**Run 1: cells coloured by class**

Drawn at 2 px/um. Fill, decap, tap and diode cells in grey.
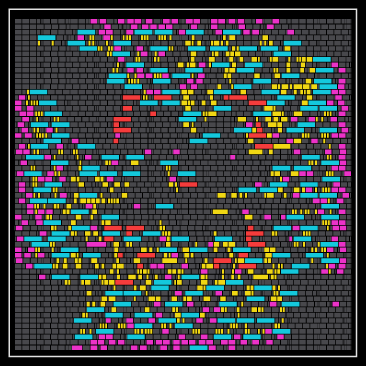
**Run 1: signal wires on met2**

Drawn at 3 px/um.
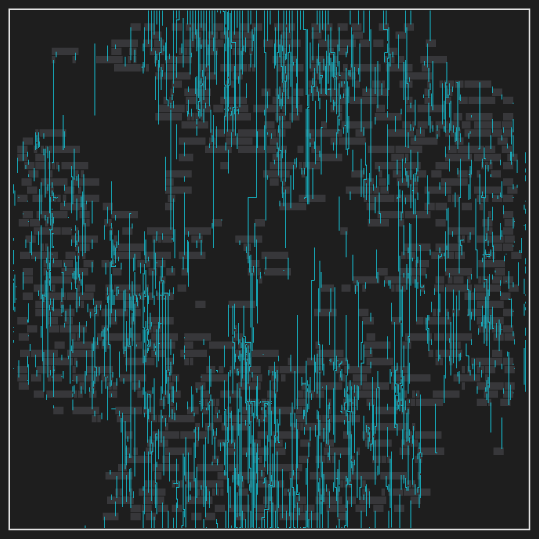
**Run 1: clock wiring as the flow saved it**

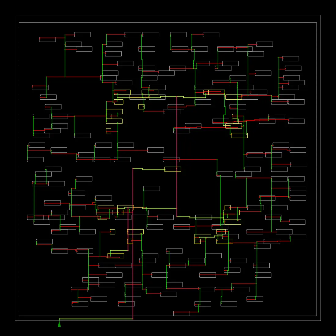
===== src/rtl/fetch_pc_unit.sv =====
// ============================================================================
// Module   : fetch_pc_unit
// Purpose  : Instruction-fetch front end: program counter, IF/ID register with
//            valid/ready toward decode, stall, redirect/flush and halt.
//            Define FETCH_FAULT_CHK_EN to add the if_fault output.
// Revision : 1.0  initial release
// ============================================================================
`default_nettype none

module fetch_pc_unit #(
   parameter int                    DATA_WIDTH = 32,
   parameter logic [DATA_WIDTH-1:0] RESET_PC   = {DATA_WIDTH{1'b0}},
   parameter int                    ADDR_WIDTH = 10
) (
   input  logic                  clk,
   input  logic                  rst_n,
   output logic [DATA_WIDTH-1:0] imem_addr,
   input  logic [DATA_WIDTH-1:0] imem_instr,
   input  logic                  stall,
   input  logic                  redirect,
   input  logic [DATA_WIDTH-1:0] redirect_pc,
   input  logic                  halt,
   input  logic                  id_ready,
   output logic                  if_valid,
   output logic [DATA_WIDTH-1:0] if_pc,
   output logic [DATA_WIDTH-1:0] if_instr,
   output logic [DATA_WIDTH-1:0] if_pc_plus4,
   output logic [31:0]           fetch_count,
   output logic                  halted
`ifdef FETCH_FAULT_CHK_EN
   ,
   output logic                  if_fault
`endif
);

   typedef enum logic [1:0] {
      ST_BOOT   = 2'd0,
      ST_RUN    = 2'd1,
      ST_HALTED = 2'd2
   } state_t;

   localparam logic [DATA_WIDTH-1:0] c_pc_step = DATA_WIDTH'(4);

   // The out-of-range slice below needs at least one address bit above the word index.
   generate
      if (ADDR_WIDTH + 2 >= DATA_WIDTH) begin : g_addr_width_check
         $error("fetch_pc_unit: ADDR_WIDTH + 2 must be below DATA_WIDTH");
      end
   endgenerate

   state_t                r_state;
   state_t                w_state_nxt;
   logic [DATA_WIDTH-1:0] r_pc;
   logic [DATA_WIDTH-1:0] w_pc_nxt;
   logic [DATA_WIDTH-1:0] w_pc_plus4;
   logic                  r_if_valid;
   logic [DATA_WIDTH-1:0] r_if_pc;
   logic [DATA_WIDTH-1:0] r_if_instr;
   logic [DATA_WIDTH-1:0] r_if_pc_plus4;
   logic [31:0]           r_fetch_count;
   logic                  w_consume;
   logic                  w_slot_free;
   logic                  w_fetch;
   logic                  w_fault;

   assign w_pc_plus4  = r_pc + c_pc_step;
   assign w_consume   = r_if_valid & id_ready;
   assign w_slot_free = ~r_if_valid | id_ready;
   assign w_fetch     = (r_state == ST_RUN) & ~stall & ~halt & ~redirect & w_slot_free;

`ifdef FETCH_FAULT_CHK_EN
   assign w_fault = (r_pc[1:0] != 2'b00) | (|r_pc[DATA_WIDTH-1:ADDR_WIDTH+2]);
`else
   assign w_fault = 1'b0;
`endif

   always_comb begin
      w_state_nxt = r_state;
      w_pc_nxt    = r_pc;
      if (redirect) begin
         w_state_nxt = ST_RUN;
         w_pc_nxt    = redirect_pc;
      end else begin
         case (r_state)
            ST_BOOT: w_state_nxt = halt ? ST_HALTED : ST_RUN;
            ST_RUN: begin
               if (halt) begin
                  w_state_nxt = ST_HALTED;
               end else if (w_fetch) begin
                  // A faulting fetch parks the pc on the bad address for debug.
                  if (w_fault) w_state_nxt = ST_HALTED;
                  else         w_pc_nxt    = w_pc_plus4;
               end
            end
            ST_HALTED: w_state_nxt = ST_HALTED;
            default:   w_state_nxt = ST_BOOT;
         endcase
      end
   end

   always_ff @(posedge clk or negedge rst_n) begin
      if (!rst_n) begin
         r_state       <= ST_BOOT;
         r_pc          <= RESET_PC;
         r_if_valid    <= 1'b0;
         r_if_pc       <= '0;
         r_if_instr    <= '0;
         r_if_pc_plus4 <= '0;
         r_fetch_count <= '0;
      end else begin
         r_state <= w_state_nxt;
         r_pc    <= w_pc_nxt;
         // A redirect drops the held word even when decode is ready this cycle.
         if (redirect) begin
            r_if_valid <= 1'b0;
         end else if (w_fetch) begin
            r_if_valid    <= 1'b1;
            r_if_pc       <= r_pc;
            r_if_instr    <= imem_instr;
            r_if_pc_plus4 <= w_pc_plus4;
            r_fetch_count <= r_fetch_count + 32'd1;
         end else if (w_consume) begin
            r_if_valid <= 1'b0;
         end
      end
   end

`ifdef FETCH_FAULT_CHK_EN
   logic r_if_fault;

   always_ff @(posedge clk or negedge rst_n) begin
      if (!rst_n)       r_if_fault <= 1'b0;
      else if (w_fetch) r_if_fault <= w_fault;
   end

   assign if_fault = r_if_fault;
`endif

   assign imem_addr   = r_pc;
   assign if_valid    = r_if_valid;
   assign if_pc       = r_if_pc;
   assign if_instr    = r_if_instr;
   assign if_pc_plus4 = r_if_pc_plus4;
   assign fetch_count = r_fetch_count;
   assign halted      = (r_state == ST_HALTED);

endmodule

`default_nettype wire


===== config.mk =====
export PLATFORM = sky130hd
export DESIGN_NAME = fetch_pc_unit
export DESIGN_NICKNAME = d
export VERILOG_FILES = /design/src/rtl/fetch_pc_unit.sv
export SDC_FILE = /design/constraint.sdc
export NUM_CORES = 1
export LEC_CHECK = 0
export CAP_MARGIN = 20
export CORE_MARGIN = 2
export CORE_UTILIZATION = 25
export DETAILED_ROUTE_END_ITERATION = 12
export GPL_ROUTABILITY_DRIVEN = 1
export PLACE_DENSITY = 0.52
export SLEW_MARGIN = 40
export SYNTH_ARGS = -nofsm -noshare
export SYNTH_HDL_FRONTEND = slang
export SYNTH_SLANG_ARGS = --single-unit
export TNS_END_PERCENT = 50

===== constraint.sdc =====
create_clock -name clk -period 5.9 [get_ports clk]
set_clock_uncertainty 0.15 [all_clocks]
set_input_delay 1.475 -clock clk [delete_from_list [all_inputs] [get_ports clk]]
set_output_delay 1.475 -clock clk [all_outputs]
set_load 0.01 [all_outputs]

==> notes.md, run 1 <==
This note records the results obtained with Yosys and OpenROAD.

Outcome
The run finished with clean final reports.

Synth
The share of the Yosys chip area taken by registers is 0.565. The mean post-synth cell area is 9.71 sq um. Synthesis produced a netlist whose cell count is 735. The number of synthesized flops with an enable pin is 0. Among all cell types in the netlist, the one instantiated most often is sky130_fd_sc_hd__nand2_1. The net count of the mapped netlist is 811. The area reported by Yosys stat is 7130 sq um. The synthesis-stage register bit count is 161.

The synthesis report names the predominant flop master as sky130_fd_sc_hd__dfrtp_1. In the post-synthesis netlist, the biggest area contributors are sky130_fd_sc_hd__dfrtp_1 56%, sky130_fd_sc_hd__nand2_1 13%, sky130_fd_sc_hd__xor2_1 3.9%. For this run, the number of Yosys warnings is 0.

For reference, the top cells by count after synthesis are 252 x sky130_fd_sc_hd__nand2_1, 161 x sky130_fd_sc_hd__dfrtp_1, 41 x sky130_fd_sc_hd__o21ai_0. Of all cell types, the one taking the most synthesized area is sky130_fd_sc_hd__dfrtp_1. Yosys reported that registers with async set or reset make up 1.00.

Hold path
Counting instances, the worst hold path has a depth of 1. STA shows the worst min-delay path finishing at fetch_count[31]$_DFFE_PN0P_.

Routing
In this run the remaining antenna-violating nets after routing total 0. The average routed wire per standard cell is 16.4 um. The first-iteration detailed-routing DRC count is 287. The detailed-router iteration count before antenna repair is 4. Wires add up to 22000 um. The count of unresolved DRC violations after routing is 0.

STA
The number of endpoints with negative hold slack in the final report is 0. The final critical-path required period is 3860 ps. Per the final report, max-transition violations number 0.

The worst-margin pin slew is 689 ps. The worst slew margin relative to its limit is 0.540. Across all setup checks in the final design, the least slack found is 2040 ps. The maximum frequency from static timing analysis is 259 MHz.

The worst hold slack is 319 ps. The share of the clock period used by the worst path after layout is 0.655.

Clock tree
Once the clock tree was built, the setup fixing pass inserted 0 buffers. The H-tree generated during clock tree synthesis spans 4 levels. The tree is rooted in a sky130_fd_sc_hd__clkbuf_16. The number of buffers on the longest clock path is 2.

Power
The combinational cell power is 1.13 mW. The reported clock group power is 1.08 mW. The part of the total power dissipated in combinational logic is 0.297. The leakage power in the latest report is 4.60 nW. The relative contribution of sequential cells to total power is 0.418. In this run the VDD rail shows a maximum IR drop of 0.000157 V. The switching share of power is 0.316.

The share of total power dissipated in the clock network is 0.285.

Layout
The final design utilization is 0.372. The sequential cell area share is 0.388. The multi-input combinational gate total is 526. The final layout contains 1025 nets.

Of the total standard cell area in the layout, the multi-input combinational portion is 0.280. Non-clock inverters in the final layout number 6. Ranked by total area, the top cell class in this layout is flip-flops and latches. For this run, the number of standard cells in the final layout without fillers is 1340.

Compared with the post-synthesis result, the final layout area differs by 45.5%.

Setup path
The flop-to-flop setup slack is 2930 ps. The type of the worst setup path is in -> reg. The delay of the slowest cell on the worst path is 650 ps. The beginning of the critical path is halt.

The critical path launch point type is an input pin. The critical path crosses 5 cells after its start point. Per STA, the endpoint of the critical path is if_pc_plus4[29]$_DFFE_PN0P_. The slowest cell on the critical path is sky130_fd_sc_hd__and2_4.

Traced cell by cell, the critical path runs through clkdlybuf4s50_1 -> nor4b_4 -> and2_4 -> buf_4 -> mux2_2. Data arrives at the worst endpoint at 4020 ps. The total buffers and inverters traversed by the critical path is 2. The critical path's top delay family is simple AND/OR/NAND/NOR gates.

Die
The placement row count is 61. The initial utilization of the core area, before any placement, comes to 0.255. Per the OpenROAD floorplan log, the width of the die is 173 um. The region available for standard cell placement spans 27900 sq um.

The floorplan report lists the tap cell count as 378. The die covers 29900 sq um.

Place
The count of buffers added on input and output ports is 231. According to the dpl log, the detail-placed design has an HPWL of 14900 um. The congestion estimate from routability-driven global placement came to 0.743.

Flow run
The stage logs contain a warning count of 29. The total of max-cap violations is 0.

Global route
The initial antenna violation count came to 1. Entering global routing, the biggest net connects 99 pins. The via count of the first global-routing pass came to 6034.
Notes on 'cells coloured by class' above:
[flip-flops] cyan | cells: 161 | share of their area: 41%
[all other logic] yellow | cells: 532 | share of their area: 30%
[clock drivers and dummy loads] red | cells: 32 | share of their area: 5.7%
[other buffers and delay cells] magenta | cells: 237 | share of their area: 24%

Notes on 'signal wires on met2' above:
nets with wire on the layer: 806
longest straight run: 62.3 um

Notes on 'clock wiring as the flow saved it' above:
clock insertion delay at the later pin of the skew report: 420 ps
number of sequential cells in the layout: 161
Layout clock buffers: 20

[run 1: layer usage]
metal  global-route usage  up-vias  wire length (um)
met5                    0        -                 0
met2                0.224      182              9740
met4               0.0431        0               322
li1                     -     2884                 -
met1                0.208     2860             10700
met3               0.0389       15              1190
[run 1: logic make-up after synthesis]
logic type | synth area share
muxes | 0.00614
adders and majority gates | 0.0105
xor gates and xnor gates | 0.0712
AOI/OAI and AO/OA | 0.0789
buffers and inverters | 0.0310
DFF | 0.565
and+or+nand+nor | 0.237
[run 1: state kept, by name (all words and copies together) (netlist names)]
register / flops
r_state: 2
if_pc: 32
if_instr: 32
fetch_count: 32
if_valid: 1
if_pc_plus4: 30
imem_addr: 32
**Run 1: nets reached from selected ports**

Drawn at 2 px/um.
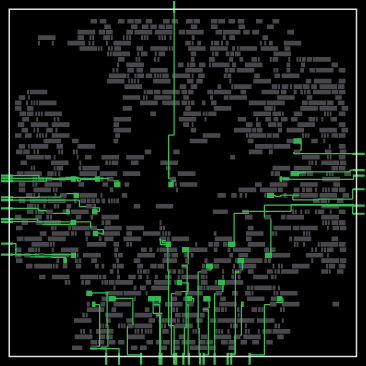

==> run 2: changes to the inputs <==
==> constraint.sdc (replaced) <==
create_clock -name clk -period 3.8 [get_ports clk]
set_clock_uncertainty 0.15 [all_clocks]
set_input_delay 0.95 -clock clk [delete_from_list [all_inputs] [get_ports clk]]
set_output_delay 0.95 -clock clk [all_outputs]
set_load 0.01 [all_outputs]
**Run 2: nets reached from selected ports**

Drawn at 2 px/um.
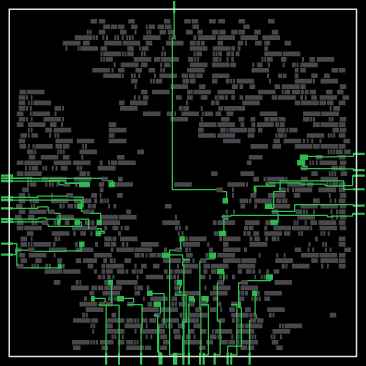
[redirect_pc] green | direction: input | edge: 15 south, 10 west, 6 east, 1 north | end cells: 32 | buffers: 32 | wire: 1490 um

==> run 2 against run 1 <==
Against the previous run:
- first-iteration DRC count increased by 16%
- wire length fell by 0.62%
- global-route usage is 0.19 points lower
- critical path depth grew 2
- clock power is 65% higher
- cell count up 0.30%
- synthesized area unchanged
- clock-buffer cell count fell by 3
- register-to-register slack worse by 1800 ps
- sequential power increased by 54%
- combinational power increased by 56%
- highest routed layer unchanged
==> notes.md, run 2 <==
This note records the results obtained with Yosys and OpenROAD.

Routing
The uppermost metal layer occupied by signal nets is met4 (unchanged). The average routed wire per standard cell was 16.2 um (was 16.4 um). The residual antenna-violating net count after detailed routing is 0 (unchanged). The met1 routed wirelength after detailed routing is 10500 um (was 10700 um). The count of unresolved DRC violations after routing came to 0 (unchanged). The first-iteration detailed-routing DRC count is 332 (was 287). The routed wire length on met3 was 1320 um (was 1190 um). The post-detailed-routing wire length is 21800 um (was 22000 um).

Synth
The net count of the mapped netlist is 811 (unchanged). The share of the yosys chip area belonging to registers came to 0.565 (unchanged). The area reported by Yosys stat is 7130 sq um (unchanged). Post-synth top cells: 252 x sky130_fd_sc_hd__nand2_1, 161 x sky130_fd_sc_hd__dfrtp_1, 41 x sky130_fd_sc_hd__o21ai_0 (unchanged).

The largest area contributor in the netlist was sky130_fd_sc_hd__dfrtp_1 (unchanged). The instance count of the mapped netlist was 735 (unchanged). The total number of yosys warnings is 0 (unchanged). The main flop type is sky130_fd_sc_hd__dfrtp_1 (unchanged).

STA
The worst hold slack is 324 ps (was 319 ps). The max-slew violation count was 0 (unchanged). The worst path setup slack after routing was 873 ps (was 2040 ps).

The number of endpoints with negative hold slack in the final report is 0 (unchanged).

Power
The leakage dissipation was 4.64 nW (was 4.60 nW). The largest vdd supply drop was 0.000231 V (was 0.000157 V).

Setup path
The type of the worst setup path is in -> reg (unchanged). The total buffers and inverters traversed by the critical path is 2 (unchanged). The arrival time of data at the critical path endpoint is 3050 ps (was 4020 ps). The critical path launch point type is an input pin (unchanged). The delay of the slowest cell on the worst path was 500 ps (was 650 ps).

Layout
The share of cell area taken by multi-input logic gates is 0.277 (was 0.280). The largest contributor to cell area by class is flip-flops and latches (unchanged). The number of clock buffers in the layout is 17 (was 20). The count of sequential standard cells is 161 (unchanged).

The multi-input combinational gate total is 526 (unchanged).

Flow run
The count of tool warnings is 29 (unchanged).

Die
The placement row count is 61 (unchanged). The number of tap cells added at floorplan is 378 (unchanged). The floorplan core area was 27900 sq um (unchanged). The initial cell density of the core is 0.255 (unchanged).

Global route
The global-route met2 utilization is 0.224 (about the same). The most heavily used metal layer in global routing is met2 (unchanged). The via count of the first global-routing pass is 5943 (was 6034).

The global routing usage on met1 was 0.203 (was 0.208).

Clock tree
The count of buffers added by post-CTS timing repair for setup is 0 (unchanged). The insertion delay at the late pin of the worst-skew pair was 420 ps (about the same). The H-tree depth was 4 (unchanged).

Place
The count of input and output buffers came to 231 (unchanged).

Outcome
Run status: completed (unchanged).
## run 2: logic make-up (layout without fill, tap and decap cells)
| group | Yosys count | after routing | share of synthesized area |
|---|---|---|---|
| buf+inv | 48 | 279 | 0.0310 |
| simple gates | 370 | 370 | 0.237 |
| fa+ha+maj | 6 | 6 | 0.0105 |
| compound gates | 88 | 88 | 0.0789 |
| xor+xnor | 58 | 58 | 0.0712 |
| flops | 161 | 161 | 0.565 |
| mux | 4 | 4 | 0.00614 |
## run 2: where the power goes
group	switching (mW)	total [mW]	internal, mW
clock network	0.791	1.78	0.991
logic	0.756	1.76	1.00
registers	0.315	2.45	2.13
total	1.86	5.99	4.13
Power is estimated from default activity; no workload was simulated.
